--- config.mk ---
export PLATFORM = sky130hd
export DESIGN_NAME = if_stage
export DESIGN_NICKNAME = d
export VERILOG_FILES = /design/src/rtl/if_stage.sv
export SDC_FILE = /design/constraint.sdc
export NUM_CORES = 1
export LEC_CHECK = 0
export ABC_AREA = 1
export CAP_MARGIN = 10
export CORE_MARGIN = 1.5
export CORE_UTILIZATION = 45
export CTS_CLUSTER_DIAMETER = 40
export DETAILED_ROUTE_END_ITERATION = 8
export GPL_TIMING_DRIVEN = 0
export PLACE_DENSITY = 0.82
export SETUP_SLACK_MARGIN = 0.15
export SYNTH_ARGS = -nofsm -noshare
export SYNTH_HDL_FRONTEND = slang
export SYNTH_SLANG_ARGS = --single-unit
export TNS_END_PERCENT = 5
--- constraint.sdc ---
create_clock -name clk -period 1.4 [get_ports clk]
set_input_delay 0.28 -clock clk [delete_from_list [all_inputs] [get_ports clk]]
set_output_delay 0.28 -clock clk [all_outputs]
set_load 0.01 [all_outputs]
--- src/rtl/if_stage.sv ---
// Instruction fetch: owns the PC and IF/ID register, talks to a variable-latency imem via level req/rdy.
// Latency: rdy in cycle N -> IF/ID in N+1; stall parks one fetch in a hold buffer and drops imem_req until it drains.
module if_stage #(
    parameter logic [15:0] RESET_PC = 16'h0000,
    parameter logic [3:0]  HALT_OPC = 4'hF
) (
    input  logic        clk,
    input  logic        rst,
    input  logic [15:0] pc_plus2,
    input  logic        branch_taken,
    input  logic [15:0] branch_target,
    input  logic        stall,
    output logic        imem_req,
    output logic [15:0] imem_addr,
    input  logic        imem_rdy,
    input  logic [15:0] imem_data,
    output logic [15:0] pc_cur,
    output logic        fetch_stall,
    output logic [15:0] ifid_instr,
    output logic [15:0] ifid_pc_plus2,
    output logic        ifid_valid,
    output logic        halted
);

    typedef enum logic [1:0] {
        FETCH  = 2'd0,
        DRAIN  = 2'd1,
        HALTED = 2'd2
    } fetchState_t;

    typedef struct packed {
        logic [15:0] instr;
        logic [15:0] pcPlus2;
    } ifidEntry_t;

    fetchState_t state, stateNext;
    logic [15:0] pcQ, pcNext;
    logic [15:0] drainAddr, drainAddrNext;
    ifidEntry_t  ifidQ, ifidNext;
    ifidEntry_t  bufQ, bufNext;
    logic        ifidValidQ, ifidValidNext;
    logic        bufValid, bufValidNext;
    logic        complete, fetchDone, isHalt;

    // A parked instruction blocks new requests, so at most one fetch is ever in flight.
    assign imem_req    = (state != HALTED) && !bufValid;
    assign imem_addr   = (state == DRAIN) ? drainAddr : pcQ;
    assign complete    = imem_req && imem_rdy;
    assign fetchDone   = complete && (state == FETCH);
    assign isHalt      = (imem_data[15:12] == HALT_OPC);
    assign fetch_stall = imem_req && !imem_rdy;

    always_comb begin
        stateNext     = state;
        pcNext        = pcQ;
        drainAddrNext = drainAddr;
        ifidNext      = ifidQ;
        ifidValidNext = ifidValidQ;
        bufNext       = bufQ;
        bufValidNext  = bufValid;

        if (branch_taken) begin
            pcNext         = branch_target;
            ifidValidNext  = 1'b0;
            ifidNext.instr = 16'h0000;
            bufValidNext   = 1'b0;
            // A request that has not yet completed must still be answered; remember where to absorb it.
            if (imem_req && !imem_rdy) begin
                stateNext     = DRAIN;
                drainAddrNext = imem_addr;
            end else begin
                stateNext = FETCH;
            end
        end else begin
            case (state)
                FETCH: begin
                    if (fetchDone) begin
                        if (isHalt) begin
                            stateNext = HALTED;
                        end else begin
                            pcNext = pc_plus2;
                        end
                    end
                end
                DRAIN: begin
                    if (complete) begin
                        stateNext = FETCH;
                    end
                end
                default: begin
                end
            endcase

            if (stall) begin
                if (fetchDone) begin
                    bufNext      = {imem_data, pc_plus2};
                    bufValidNext = 1'b1;
                end
            end else if (bufValid) begin
                ifidNext      = bufQ;
                ifidValidNext = 1'b1;
                bufValidNext  = 1'b0;
            end else if (fetchDone) begin
                ifidNext      = {imem_data, pc_plus2};
                ifidValidNext = 1'b1;
            end else begin
                ifidValidNext  = 1'b0;
                ifidNext.instr = 16'h0000;
            end
        end
    end

    always_ff @(posedge clk) begin
        if (rst) begin
            state      <= FETCH;
            pcQ        <= RESET_PC;
            drainAddr  <= 16'h0000;
            ifidQ      <= '0;
            ifidValidQ <= 1'b0;
            bufQ       <= '0;
            bufValid   <= 1'b0;
        end else begin
            state      <= stateNext;
            pcQ        <= pcNext;
            drainAddr  <= drainAddrNext;
            ifidQ      <= ifidNext;
            ifidValidQ <= ifidValidNext;
            bufQ       <= bufNext;
            bufValid   <= bufValidNext;
        end
    end

    assign pc_cur        = pcQ;
    assign ifid_instr    = ifidQ.instr;
    assign ifid_pc_plus2 = ifidQ.pcPlus2;
    assign ifid_valid    = ifidValidQ;
    assign halted        = (state == HALTED);

endmodule

==> results.txt <==
run metrics: Worst setup EP type register, die area 10500 sq um, TritonCTS Buffers 9, Final Cycle Share 125%, RePlAce Congestion 0.893, Max clock buf depth 2, critical path's slowest cell dfxtp_4, Latency at later pin 0.37 ns, clk sinks 100, Worst Setup Path Type reg2reg, Max Freq 0.569 GHz, cell leakage power 3.00 nW, Root Buffer clkbuf_8, WHS Endpoint drainAddr[0]$_SDFFE_PP0P_, pwr dens 1010 nW/um^2, final setup vio count 101, #FFs+latches synth 100, min-delay src rst, setup bufs post-CTS 48, vias in the first global route 5247, diode count 0, EDFF count, synth 0, FF-to-FF Start state[0]$_SDFFE_PP0P_, CP Depth 11, required time of the critical path 1.62 ns, Layout Nets 892, Cell Area, Synth 4450 sq um, starting DRC count in detailed routing 411, DRT Pass-1 Iters 5, pre-CTS WS -0.631 ns, CP delay by family, top buffers and inverters, R2R setup slack -0.36 ns, CTS clk-pin slew, worst paths 0.10 ns, Yosys Chip Area 4450 sq um, post_cts resized 270, OpenROAD warning count 29, VDD IR-drop max 0.000510 V, cts-stage hold buffer count 0, All-Layer GR Usage 31.9%, Synth Seq Share 44.9%, total gr overflow 0, placement row count 36, antenna violations before repair 0, post-DR vias/cell 5.54, failing checks negative setup slack, Hold Path Class in2reg, Layout area overhead 53.8%, reg2reg end drainAddr[6]$_SDFFE_PP0P_, post-route ant nets 0, crit path from state[0]$_SDFFE_PP0P_, Worst Hold Depth 2, crit path cell chain buf_12, nand2_8, buf_8, nand2_2, nand2_2, buf_4, buf_4, buf_4, buf_4, nand2_1, a21oi_1, clock skew 0.0114 ns, H-tree lvl count 3, R2R cell count 11, total nets after synthesis 706, Post-synth top flop dfxtp_1, dpl cell area 5830 sq um, floorplan die height 102 microns, Yosys cell types 23, TritonCTS clock tree yes, count of max-cap constraint violations 0, crit-path most repeated cell buf_4, CP max stage delay 0.38 ns, Crit path arrival time 1.98 ns, worst-path maximum fanout 6, die width 102 microns, min cycle time layout 1.76 ns, cells after synthesis 653, Initial Util 46.0%, share of cells above drive strength 1 28.3%, first-pass GRT wire length 25600 microns, outcome complete, but fails checks, Synthesis Warnings 0, CP endpoint drainAddr[6]$_SDFFE_PP0P_, asr flop ratio synth 0%, CORE AREA 9680 sq um, Slew Viols, Final 0, Placed Cells 904, setup ws final -0.357 ns, Final Hold Viols 0, most frequent cells in the layout nor2_1, a21oi_1, nand2_1, pin count of the biggest net entering global routing 17, overall power 0.00690 W, ys cells 653, DRC 0, post-route cell area 6850 sq um, Tightest Pin Transition 0.594 ns, RSZ-0062 raised after global routing yes, Post-Syn Area per Cell 6.82 sq um, Worst Path Buf+Inv 6, Post-DP HPWL 10400 microns, Worst setup SP type register, slew margin rel. 60.4%
==> cells in the mapped netlist (2+ instances only) <==
library cell	n	area [sq um]
a21oi_1	104	521
buf_1	4	15.0
buf_2	21	105
buf_4	2	15.0
clkbuf_1	20	75.1
dfxtp_1	100	2000
inv_1	20	75.1
inv_2	5	18.8
nand2_1	131	492
nand3_1	50	250
nor2_1	111	417
nor2_2	2	12.5
nor3_1	25	125
o21ai_0	47	235
o21ai_1	3	15.0
==> layer usage <==
metal	share of wire, %	vias to the layer above	global-route usage (%)	wire [microns]
met5	0	-	0	0
met4	5.1	0	15.5	899
met3	8.8	74	6.64	1560
met2	49	310	55.9	8740
met1	37	2507	37.1	6580
li1	-	2524	-	-
==> cells by family after synthesis <==
family          Yosys count  synth area share, %
flops                   100                 44.9
simple gates            323                 30.1
buf+inv                  73                 6.94
compound gates          157                 18.0
==> cell type report <==
type | count | area (sq um)
clock inverter | 5 | 85.1
sequential | 100 | 2020
fill | 748 | 2830
timing repair buffer | 174 | 1550
tap | 133 | 166
inverter | 25 | 109
multi-input combinational | 481 | 2470
clock buffer | 11 | 141
buffer | 48 | 315
==> sequential cells by signal, summed over array words and instances (netlist names) <==
signal         cells
state              2
bufQ              32
ifid_valid         1
pc_cur            16
ifid_instr        16
bufValid           1
drainAddr         16
ifid_pc_plus2     16
==> through the flow <==
step / hold slack [ns] / setup TNS [ns]
after floorplan: 0.421 / 0
after global placement: 0.452 / -41.57
after detailed placement: 0.465 / -43.26
after CTS: 0.305 / -11.52
after global routing: 0.345 / -24.81
final: 0.343 / -16.10
==> where the power goes <==
group          switching [W]  internal [W]  leakage [nW]
sequential          0.000124       0.00300         0.821
clock                0.00102       0.00106         0.110
combinational       0.000901      0.000784          2.07
Figure 1. Gate-type map.
Drawn at 4 px/micron.
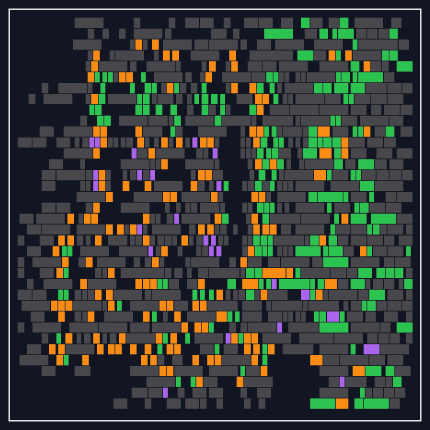
Key: inverting AOI/OAI gates = orange [cells 157]; inverters = purple [cells 25]; NAND gates = green [cells 185]
fin cells: 977
most numerous logic cell after layout: nor2_1
multi-input gate share of the layout cell area: 36.1%

Figure 2. Metal layers overlaid.
Drawn at 4 px/micron.
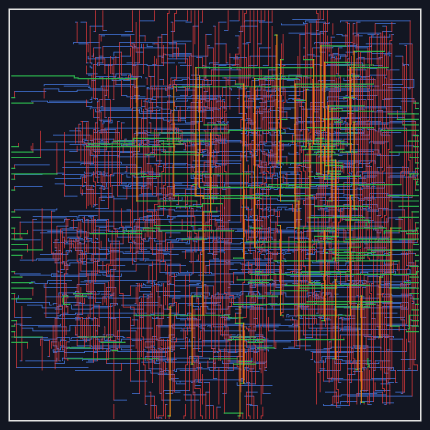
Key: met2 = red [wire length 8740 microns]; met1 = blue [wire length 6580 microns]; met4 = orange [wire length 899 microns]; met3 = green [wire length 1560 microns]
DR vias: 5415
WL/cell: 18.2 microns
Post-Route WL: 17800 microns

Figure 3. Clock nets.
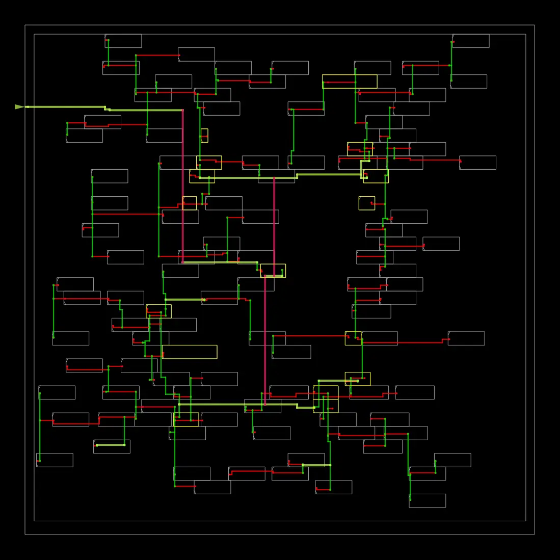
flop count: 100
clk pwr: 0.00208 W
clock buffers: 11

Figure 4. Sequential cells colored by netlist name.
Drawn at 3 px/micron.
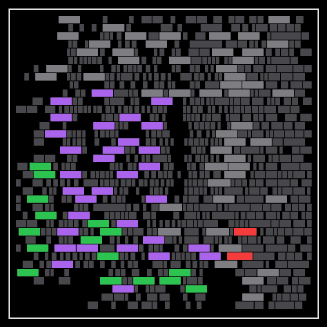
Key: bufQ = purple [placed flops 32]; ifid_instr = green [placed flops 16]; state = red [placed flops 2]
P_seq: 0.00313 W
final core occ: 70.7%

Figure 5. I/O nets highlighted.
Drawn at 4 px/micron.
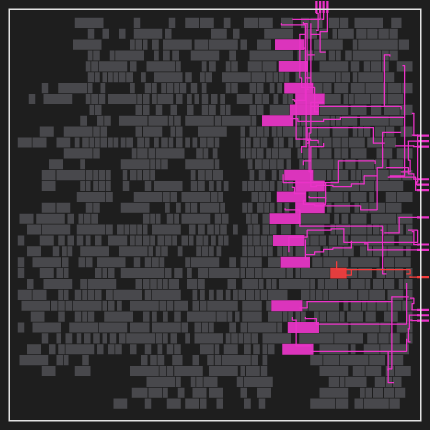
Key: pc_cur = magenta [direction output, end cells 16, wire 794 microns]; imem_req = red [direction output, end cells 1, wire 27.3 microns]
# IOs: 121
# port buffers: 118

Power is estimated from default activity; no workload was simulated.
